--- config.mk ---
export PLATFORM = sky130hd
export DESIGN_NAME = core_trap_sequencer
export DESIGN_NICKNAME = d
export VERILOG_FILES = /design/src/rtl/core_trap_sequencer.sv
export SDC_FILE = /design/constraint.sdc
export NUM_CORES = 1
export LEC_CHECK = 0
export CAP_MARGIN = 20
export CELL_PAD_IN_SITES_DETAIL_PLACEMENT = 1
export CELL_PAD_IN_SITES_GLOBAL_PLACEMENT = 2
export CORE_AREA = 2 2 229 231
export CTS_BUF_LIST = sky130_fd_sc_hd__clkbuf_4
export DETAILED_ROUTE_END_ITERATION = 8
export DIE_AREA = 0 0 231 233
export DONT_BUFFER_PORTS = 1
export PLACE_DENSITY = 0.5
export SETUP_SLACK_MARGIN = 0.15
export SYNTH_ARGS = -nofsm -noshare
export SYNTH_HDL_FRONTEND = slang
export SYNTH_SLANG_ARGS = --single-unit
--- constraint.sdc ---
create_clock -name clk -period 7.25 [get_ports clk]
set_input_delay 1.0875 -clock clk [delete_from_list [all_inputs] [get_ports clk]]
set_output_delay 1.0875 -clock clk [all_outputs]
set_load 0.05 [all_outputs]
--- src/rtl/core_trap_sequencer.sv ---
// Trap entry / xRET sequencer: latches one event, then walks
// cause CSR writes, mstatus/privilege update and fetch redirect.
package core_trap_pkg;
    typedef enum logic [1:0] {
        PRV_U = 2'b00,
        PRV_S = 2'b01,
        PRV_M = 2'b11
    } prv_mode_t;
endpackage

module core_trap_sequencer
    import core_trap_pkg::*;
(
    input  logic        clk,
    input  logic        rst,
    input  logic        req_valid,
    output logic        req_ready,
    input  logic [1:0]  req_kind,
    input  logic [31:0] req_cause,
    input  logic [31:0] req_epc,
    input  logic [31:0] req_tval,
    input  logic [31:0] csr_mstatus_ff,
    input  logic [31:0] csr_medeleg_ff,
    input  logic [31:0] csr_mideleg_ff,
    input  logic [31:0] csr_mtvec_ff,
    input  logic [31:0] csr_stvec_ff,
    input  logic [31:0] csr_mepc_ff,
    input  logic [31:0] csr_sepc_ff,
    input  prv_mode_t   prv_mode_ff,
    output logic [31:0] sepc_wd,
    output logic        sepc_we,
    output logic [31:0] scause_wd,
    output logic        scause_we,
    output logic [31:0] stval_wd,
    output logic        stval_we,
    output logic [31:0] mepc_wd,
    output logic        mepc_we,
    output logic [31:0] mcause_wd,
    output logic        mcause_we,
    output logic [31:0] mtval_wd,
    output logic        mtval_we,
    output logic [31:0] mstatus_wd,
    output logic        mstatus_we,
    output prv_mode_t   prv_mode_wd,
    output logic        prv_mode_we,
    output logic        redirect_valid,
    output logic [31:0] redirect_pc,
    output logic        busy
);

    typedef enum logic [1:0] {
        IDLE,
        CAUSE,
        STATUS,
        REDIRECT
    } state_t;

    localparam logic [1:0] K_TRAP = 2'b00;
    localparam logic [1:0] K_MRET = 2'b01;
    localparam logic [1:0] K_SRET = 2'b10;

    state_t      state_q, state_d;
    logic [1:0]  kind_q, kind_d;
    logic [31:0] cause_q, cause_d;
    logic [31:0] epc_q, epc_d;
    logic [31:0] tval_q, tval_d;
    prv_mode_t   prv_q, prv_d;
    logic        tgt_s_q, tgt_s_d;

    logic        accept;
    logic        deleg_bit;
    logic        is_xret;
    logic [31:0] ms_new;
    logic [31:0] tvec;
    logic [31:0] vec_off;

    always_comb begin
        accept    = req_valid && (state_q == IDLE);
        deleg_bit = req_cause[31] ? csr_mideleg_ff[req_cause[4:0]]
                                  : csr_medeleg_ff[req_cause[4:0]];
        is_xret   = (req_kind == K_MRET) || (req_kind == K_SRET);
        state_d   = state_q;
        kind_d    = kind_q;
        cause_d   = cause_q;
        epc_d     = epc_q;
        tval_d    = tval_q;
        prv_d     = prv_q;
        tgt_s_d   = tgt_s_q;
        case (state_q)
            IDLE: begin
                if (accept) begin
                    kind_d  = is_xret ? req_kind : K_TRAP;
                    cause_d = req_cause;
                    epc_d   = req_epc;
                    tval_d  = req_tval;
                    prv_d   = prv_mode_ff;
                    tgt_s_d = (prv_mode_ff != PRV_M) && deleg_bit;
                    state_d = is_xret ? STATUS : CAUSE;
                end
            end
            CAUSE:    state_d = STATUS;
            STATUS:   state_d = REDIRECT;
            REDIRECT: state_d = IDLE;
            default:  state_d = IDLE;
        endcase
    end

    always_ff @(posedge clk or posedge rst) begin
        if (rst) begin
            state_q <= IDLE;
            kind_q  <= K_TRAP;
            cause_q <= '0;
            epc_q   <= '0;
            tval_q  <= '0;
            prv_q   <= PRV_U;
            tgt_s_q <= 1'b0;
        end else begin
            state_q <= state_d;
            kind_q  <= kind_d;
            cause_q <= cause_d;
            epc_q   <= epc_d;
            tval_q  <= tval_d;
            prv_q   <= prv_d;
            tgt_s_q <= tgt_s_d;
        end
    end

    // CSR-derived data is taken from the inputs of the cycle it is written.
    always_comb begin
        req_ready      = (state_q == IDLE);
        busy           = (state_q != IDLE);
        sepc_wd        = '0;
        sepc_we        = 1'b0;
        scause_wd      = '0;
        scause_we      = 1'b0;
        stval_wd       = '0;
        stval_we       = 1'b0;
        mepc_wd        = '0;
        mepc_we        = 1'b0;
        mcause_wd      = '0;
        mcause_we      = 1'b0;
        mtval_wd       = '0;
        mtval_we       = 1'b0;
        mstatus_wd     = '0;
        mstatus_we     = 1'b0;
        prv_mode_wd    = PRV_U;
        prv_mode_we    = 1'b0;
        redirect_valid = 1'b0;
        redirect_pc    = '0;
        ms_new         = csr_mstatus_ff;
        tvec           = tgt_s_q ? csr_stvec_ff : csr_mtvec_ff;
        vec_off        = '0;
        case (state_q)
            CAUSE: begin
                if (tgt_s_q) begin
                    sepc_we   = 1'b1;
                    scause_we = 1'b1;
                    stval_we  = 1'b1;
                    sepc_wd   = epc_q;
                    scause_wd = cause_q;
                    stval_wd  = tval_q;
                end else begin
                    mepc_we   = 1'b1;
                    mcause_we = 1'b1;
                    mtval_we  = 1'b1;
                    mepc_wd   = epc_q;
                    mcause_wd = cause_q;
                    mtval_wd  = tval_q;
                end
            end
            STATUS: begin
                mstatus_we  = 1'b1;
                prv_mode_we = 1'b1;
                case (kind_q)
                    K_MRET: begin
                        prv_mode_wd   = prv_mode_t'(csr_mstatus_ff[12:11]);
                        ms_new[3]     = csr_mstatus_ff[7];
                        ms_new[7]     = 1'b1;
                        ms_new[12:11] = 2'b00;
                    end
                    K_SRET: begin
                        prv_mode_wd = csr_mstatus_ff[8] ? PRV_S : PRV_U;
                        ms_new[1]   = csr_mstatus_ff[5];
                        ms_new[5]   = 1'b1;
                        ms_new[8]   = 1'b0;
                    end
                    default: begin
                        if (tgt_s_q) begin
                            prv_mode_wd = PRV_S;
                            ms_new[5]   = csr_mstatus_ff[1];
                            ms_new[1]   = 1'b0;
                            ms_new[8]   = prv_q[0];
                        end else begin
                            prv_mode_wd   = PRV_M;
                            ms_new[7]     = csr_mstatus_ff[3];
                            ms_new[3]     = 1'b0;
                            ms_new[12:11] = prv_q;
                        end
                    end
                endcase
                mstatus_wd = ms_new;
            end
            REDIRECT: begin
                redirect_valid = 1'b1;
                if (tvec[1:0] == 2'b01 && cause_q[31])
                    vec_off = {25'b0, cause_q[4:0], 2'b00};
                case (kind_q)
                    K_MRET:  redirect_pc = csr_mepc_ff;
                    K_SRET:  redirect_pc = csr_sepc_ff;
                    default: redirect_pc = {tvec[31:2], 2'b00} + vec_off;
                endcase
            end
            default: ;
        endcase
    end

endmodule
Figure 1. Metal layers overlaid (run 1).
(1.5 px per µm) Two of the layers only.
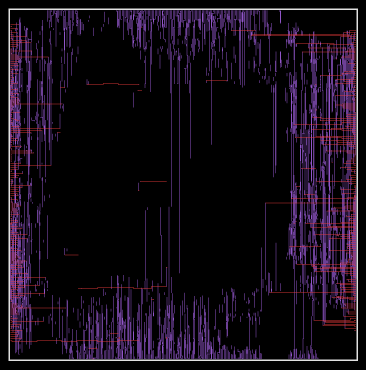
| colour | layer | wire length |
|---|---|---|
| purple | met2 | 18700 µm |
| red | met3 | 2930 µm |
gr usage total: 12.8%
routed len/inst: 23.9 µm
vias: 7043
final wirelength: 36600 µm

Figure 2. Cells by drive strength (run 1).
(1.5 px per µm)
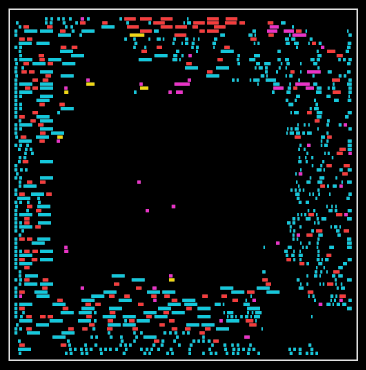
| colour | size | cells |
|---|---|---|
| yellow | drive 6 and up | 6 |
| cyan | drive 1 or less | 646 |
| red | drive 2 | 155 |
| magenta | drive 3 to 4 | 42 |

==> notes.md, run 1 <==
impl run done, here's what came out: Core Region=51100 µm², most numerous logic cells after layout=and2_1, mux2_2, dfrtp_1, and3_1, nand2_1, Crit path required time=around 6.2 ns, Post-Layout Cell Count=approximately 1.5k, post-CTS sizing=0, Reg clk slew, reported paths=between 0.2 and 0.25 ns, syn_nets=about 1.2k, Power Total=between 5 and 6 mW, Synth Cell Area=8440 µm², Synth Seq Share=a little under a third, Die W=~230 µm, Crit. End Element=output port, inverter count=18, largest fanout on the critical path=51, asr flop ratio synth=100%, Post-DP HPWL=approximately 30000 µm, num rows=~83, hold crit path type=in -> async, vias in the first global route=between 7k and 8k, layout cell share with drive strength beyond 1=approximately a quarter, CTS tree=done, Layout area overhead=11.0%, status=finished, final reports clean, clk root buf=clkbuf_4, CTS sink count=103, CTS Hold Buffers Added=0, Post-CTS Setup Bufs=0, Detail Route Antenna Nets=0, Antenna Diode Count=6, placed cell count=1512, Congestion Overflow GR=0, Worst-Margin Slew=about 1.2 ns, Clock buf/inv share=under 10%, IO Count=596, Critical path origin=tgt_s_q$_DFFE_PP0P_, Pwr Density=536 nW/µm²
Figure 3. Routed metal per tile (run 1).
(1 px per µm) The die is cut into 23 by 23 equal tiles; dark purple is low, yellow is high, scaled to the fullest tile. Values are wire area over tile area, all layers added.
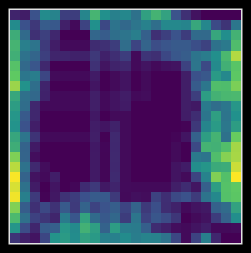
mean over tiles: 0.11
nearly empty tiles: 20%
emptiest ninth of the die: middle
fullest tile: 0.48
tiles over half the peak: 15%

==> run 1: power breakdown <==
part	internal (mW)	switching [mW]	leakage, nW	total (mW)
logic	0.871	2.66	2.53	3.53
clock network	0.0851	0.246	0.0805	0.332
registers	0.870	0.292	1.22	1.16
total	1.83	3.20	3.83	5.02
==> run 1: synthesized netlist by cell type, types with 14 or more instances <==
cell,n,share of area (%)
a21oi_1,21,1.2
a221oi_1,14,1.5
a22oi_1,25,2.2
and2_1,126,9.3
and3_1,100,7.4
clkbuf_1,56,2.5
dfrtp_1,103,31
inv_1,16,0.71
mux2_2,110,15
mux2i_1,20,2.4
mux4_2,16,4.3
nand2_1,38,1.7
nand3_1,19,1.1
nor2_1,35,1.6
nor3_1,15,0.89
o21ai_0,18,1.1
==> run 1: path summary, 6_finish.rpt <==
| path | slack, ns | depth (start not counted) | endpoint |
|---|---|---|---|
| max in group asynchronous | 5.53 | 2 | tgt_s_q$_DFFE_PP0P_ |
| hold / removal | 0.51 | 1 | cause_q[15]$_DFFE_PP0P_ |
| setup / recovery | 1.48 | 9 | redirect_pc[17] |
| setup reg to reg | 4.25 | 5 | tval_q[31]$_DFFE_PP0P_ |
| min in group clk | 0.54 | 1 | epc_q[15]$_DFFE_PP0P_ |
| hold reg to reg | 0.54 | 1 | epc_q[15]$_DFFE_PP0P_ |
==> run 1: per-stage QoR <==
| stage | setup WS [ns] | instance area (µm²) | util, % | hold WS, ns |
|---|---|---|---|---|
| 3_5_place_dp | 1.64 | 9180 | 18.0 | 0.507 |
| 6_report | 1.48 | 9370 | 18.3 | 0.515 |
| 3_3_place_gp | 1.66 | 9180 | 18.0 | 0.501 |
| 4_1_cts | 1.38 | 9330 | 18.3 | 0.480 |
| 5_1_grt | 1.20 | 9370 | 18.3 | 0.494 |
| 2_1_floorplan | 1.47 | 8440 | - | 0.475 |
==> run 1: state kept, by name (all words and copies together) (netlist names) <==
name and flops:
epc_q 32, kind_q 2, prv_q 2, tgt_s_q 1, state_q 2, cause_q 32
tval_q 32
==> run 1: metal layers <==
layer / part of all wire, % / global-route usage, % / up-vias
met5: 0 / 0 / -
met2: 51 / 22.7 / 365
li1: - / - / 3160
met4: 1.9 / 4.74 / 0
met1: 39 / 14.8 / 3487
met3: 8.0 / 3.52 / 31
==> run 1: worst max-delay path, stage by stage, from the launching register on <==
cell and delay (ns):
dfrtp_4 0.47, buf_4 0.53, mux2i_1 0.55, inv_1 0.10, ha_1 0.30, a21o_1 0.13
nand4_1 0.17, a21oi_2 0.73, a221oi_1 0.20, o22ai_1 0.92
==> run 1: kinds of logic after synthesis <==
| kind of cell | Yosys count | share of synthesized area [%] |
|---|---|---|
| DFF | 103 | 30.5 |
| xor gates and xnor gates | 7 | 0.726 |
| muxes | 148 | 21.6 |
| and+or+nand+nor | 378 | 26.6 |
| buffers and inverters | 98 | 5.35 |
| AOI/OAI and AO/OA | 145 | 13.0 |
| adders and majority gates | 14 | 2.16 |
==> run 1 -> run 2 <==
- CORE_AREA: 2 2 229 231 -> 2 2 235 237
- DIE_AREA: 0 0 231 233 -> 0 0 237 239
- PLACE_DENSITY: 0.5 -> 0.49
- clock period: 7.25 -> 5.19 ns (I/O delays scaled with it)
Figure 4. Metal layers overlaid (run 2).
(1.5 px per µm) Two of the layers only.
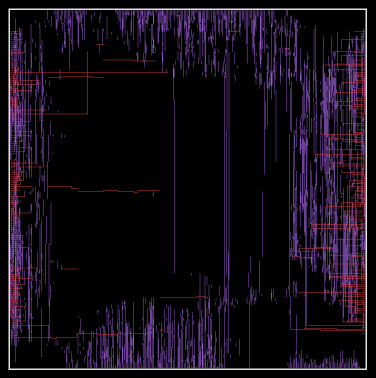
vias: 7171
gr usage total: 12.5%
routed len/inst: 23.3 µm

==> run 2 against run 1 <==
Effect of this change: first-iteration DRC count is 11% higher; clock power is 45% higher; non-clock buffer count is 29 higher; global-route usage is 0.32 points lower; sequential power is about 40% higher; clock-buffer cell count stayed put; wire length is 1.3% higher; die area is 5.2% higher; flip-flop count stayed put; utilization is 0.54 points lower; critical endpoint is now redirect_pc[26].
==> notes.md, run 2 <==
impl run done, here's what came out: status=finished, final reports clean, DRC=0, WP data arrival=4.04 ns, adder share=~2.2%, Crit path required time=about 4.4 ns, Via density=4.51, Max stage delay cell, worst path=dfrtp_4, DP Worst Slack=just under 0.6 ns, Basic Gates by Area=26.6%, most frequent logic cell in the layout=and2_1, Slew HR=a little over a quarter, xor/xnor share=less than 1%, maximum clock rate=0.208 GHz, Reg clk slew, reported paths=roughly 0.19 ns, most common cell in the netlist=and2_1, Final Hold Vio Count=0, first-pass GRT wire length=between 50000 and 60000 µm, final wirelength=between 30000 and 40000 µm, IO Count=between 500 and 600, Pwr Density=~740 nW/µm², vias in the first global route=about 7.4k, chip area=56600 µm², fp util=15.5%, cell type with the largest total area=dfrtp_1, CTS tree=done, fill count=6355, crit start category=register, Logic area=5550 µm², num rows=86, Post-DP HPWL=about 30000 µm, Post-synth top cells=and2_1, mux2_2, dfrtp_1, IO buf count=0, Post-Syn Instances=893, Tcrit/Tclk final=approximately 93%, Late-Pin Clk Latency=0.58 ns, Dominant combinational family=simple AND/OR/NAND/NOR gates, clock buffer depth=2, Ys Warns=0, worst-path cell chain=o32ai_2 -> buf_4 -> and3_1 -> ha_1 -> inv_1 -> fa_1 -> nor2b_2 -> o31a_1 -> o2111ai_4 -> or4_1 -> o211ai_1 -> buf_12, Core Region=~54000 µm², Congestion Overflow GR=0, Synth flops=103, Synth Seq Share=a little under a third, MaxCap Viol Count=0, initial antenna violation count=9, post-layout util=about 18%, layout cell share with drive strength beyond 1=a little over a quarter, CTS sink count=between 100 and 150, Top-area cell share=30.5%, Yosys chip area=around 8400 µm², Reg area=around 2600 µm², crit path time final=about 4.8 ns, Synth area leaders=dfrtp_1, mux2_2, and2_1, clk root buf=clkbuf_4, GPL Wtd Cong=approximately 0.78, Crit Path Class=reg -> out, Worst-Margin Slew=about 1.1 ns, Detail Route Antenna Nets=0, most numerous logic cells after layout=and2_1, mux2_2, dfrtp_1, and3_1, buf_4, syn_nets=between 1k and 1.5k, Post-layout nets=between 1k and 1.5k, Die W=237 µm, Die H=239 µm, Layout area overhead=14.6%, Max VDD drop=about 0.00028 V, ys cells=approximately 900, largest fanout on the critical path=8, CTS buffer count=9, Clock Skews=between 0.02 and 0.025 ns, aoi share=between 10% and 20%, hold crit path type=in -> reg, Regs by FF count=cause_q: 32 flops, epc_q: 32 flops, tval_q: 32 flops, Final WS setup=~0.37 ns, DR pass1 iterations=4, slowest stage delay, CP=roughly 0.59 ns, top_reg_cell synth=dfrtp_1, # setup viols final=0, setup repair after global routing missed its margin=yes, largest net degree at the start of global routing=98, asr flop ratio synth=100%, Leak Pwr=roughly 4 nW, Crit. End Element=output port, Mux cell area share=between 20% and 30%, post-synth cell types=around 75, tool warning count=32, Final Max Slew Viols=0, Synth Cell Area=around 8400 µm²
==> run 2: worst paths after layout <==
kind	startpoint	end	slack, ns	cells after the start
worst max-delay path	tgt_s_q$_DFFE_PP0P_	redirect_pc[26]	0.37	12
worst max register to register	state_q[0]$_DFFE_PP0P_	tgt_s_q$_DFFE_PP0P_	2.69	7
max in group asynchronous	rst	tval_q[7]$_DFFE_PP0P_	3.54	3
worst min-delay path	req_cause[18]	cause_q[18]$_DFFE_PP0P_	0.33	1
worst min register to register	tval_q[5]$_DFFE_PP0P_	tval_q[5]$_DFFE_PP0P_	0.54	1
min in group asynchronous	rst	cause_q[18]$_DFFE_PP0P_	0.69	2
==> run 2: logic make-up (layout without fill, tap and decap cells) <==
group                      Yosys count  in the layout
AOI/OAI and AO/OA                  145            145
xor gates and xnor gates             7              7
other                                0              9
buffers and inverters               98             83
DFF                                103            103
and+or+nand+nor                    378            378
adders and majority gates           14             14
muxes                              148            148
==> run 2: where the power goes <==
group,total [mW],switching (mW),internal [mW],leakage (nW)
clock network,0.481,0.324,0.157,0.0815
registers,1.62,0.399,1.22,1.22
logic,5.07,3.76,1.31,2.70
total,7.17,4.48,2.69,3.99
==> run 2: per-layer routing <==
metal | global-route usage (%) | up-vias | share of wire (%) | wire length, µm
met5 | 0 | - | 0 | 0
met3 | 3.56 | 43 | 7.4 | 2730
met2 | 21.3 | 340 | 49 | 18200
met1 | 14.5 | 3558 | 40 | 14900
li1 | - | 3230 | - | -
met4 | 6.16 | 0 | 3.5 | 1280
==> run 2: what timing repair did <==
item / CTS / global route
setup endpoints to repair: 5 / 15
pin swaps: 1 / 2
hold buffers: 1 / 0
gates resized: 1 / 2
hold endpoints to repair: 12 / 0
buffers inserted: 1 / 0
==> run 2: cell type report <==
class                   instances  area share [%]
clock buffers                   9           0.699
flip-flops and latches        103            26.7
multi-input cells             692            57.4
repair buffers                 49            4.22
inverters                      18           0.724
well taps                     704            9.11
diodes                          9           0.233
clock inverters                 7           0.944
==> run 2: per-stage QoR <==
step                area, µm²  total power, mW  hold WS (ns)  std cells
floorplan                8460             5.62         0.475        893
global placement         9460             6.73         0.501       1564
detailed placement       9460             6.76         0.505       1564
CTS                      9640             7.29         0.187       1582
global route             9670             7.60         0.217       1589
finish                   9670             7.17         0.326       1591
==> run 2: worst max-delay path: cells and delay by family (launching register included) <==
kind | cells | cell delay, ns
flip-flops | 1 | 0.59
buffers and inverters | 3 | 0.42
AND/OR/NAND/NOR | 3 | 0.92
AND-OR/OR-AND | 4 | 0.97
adder cells (fa/ha/maj) | 2 | 0.58
Power is estimated from default activity; no workload was simulated.
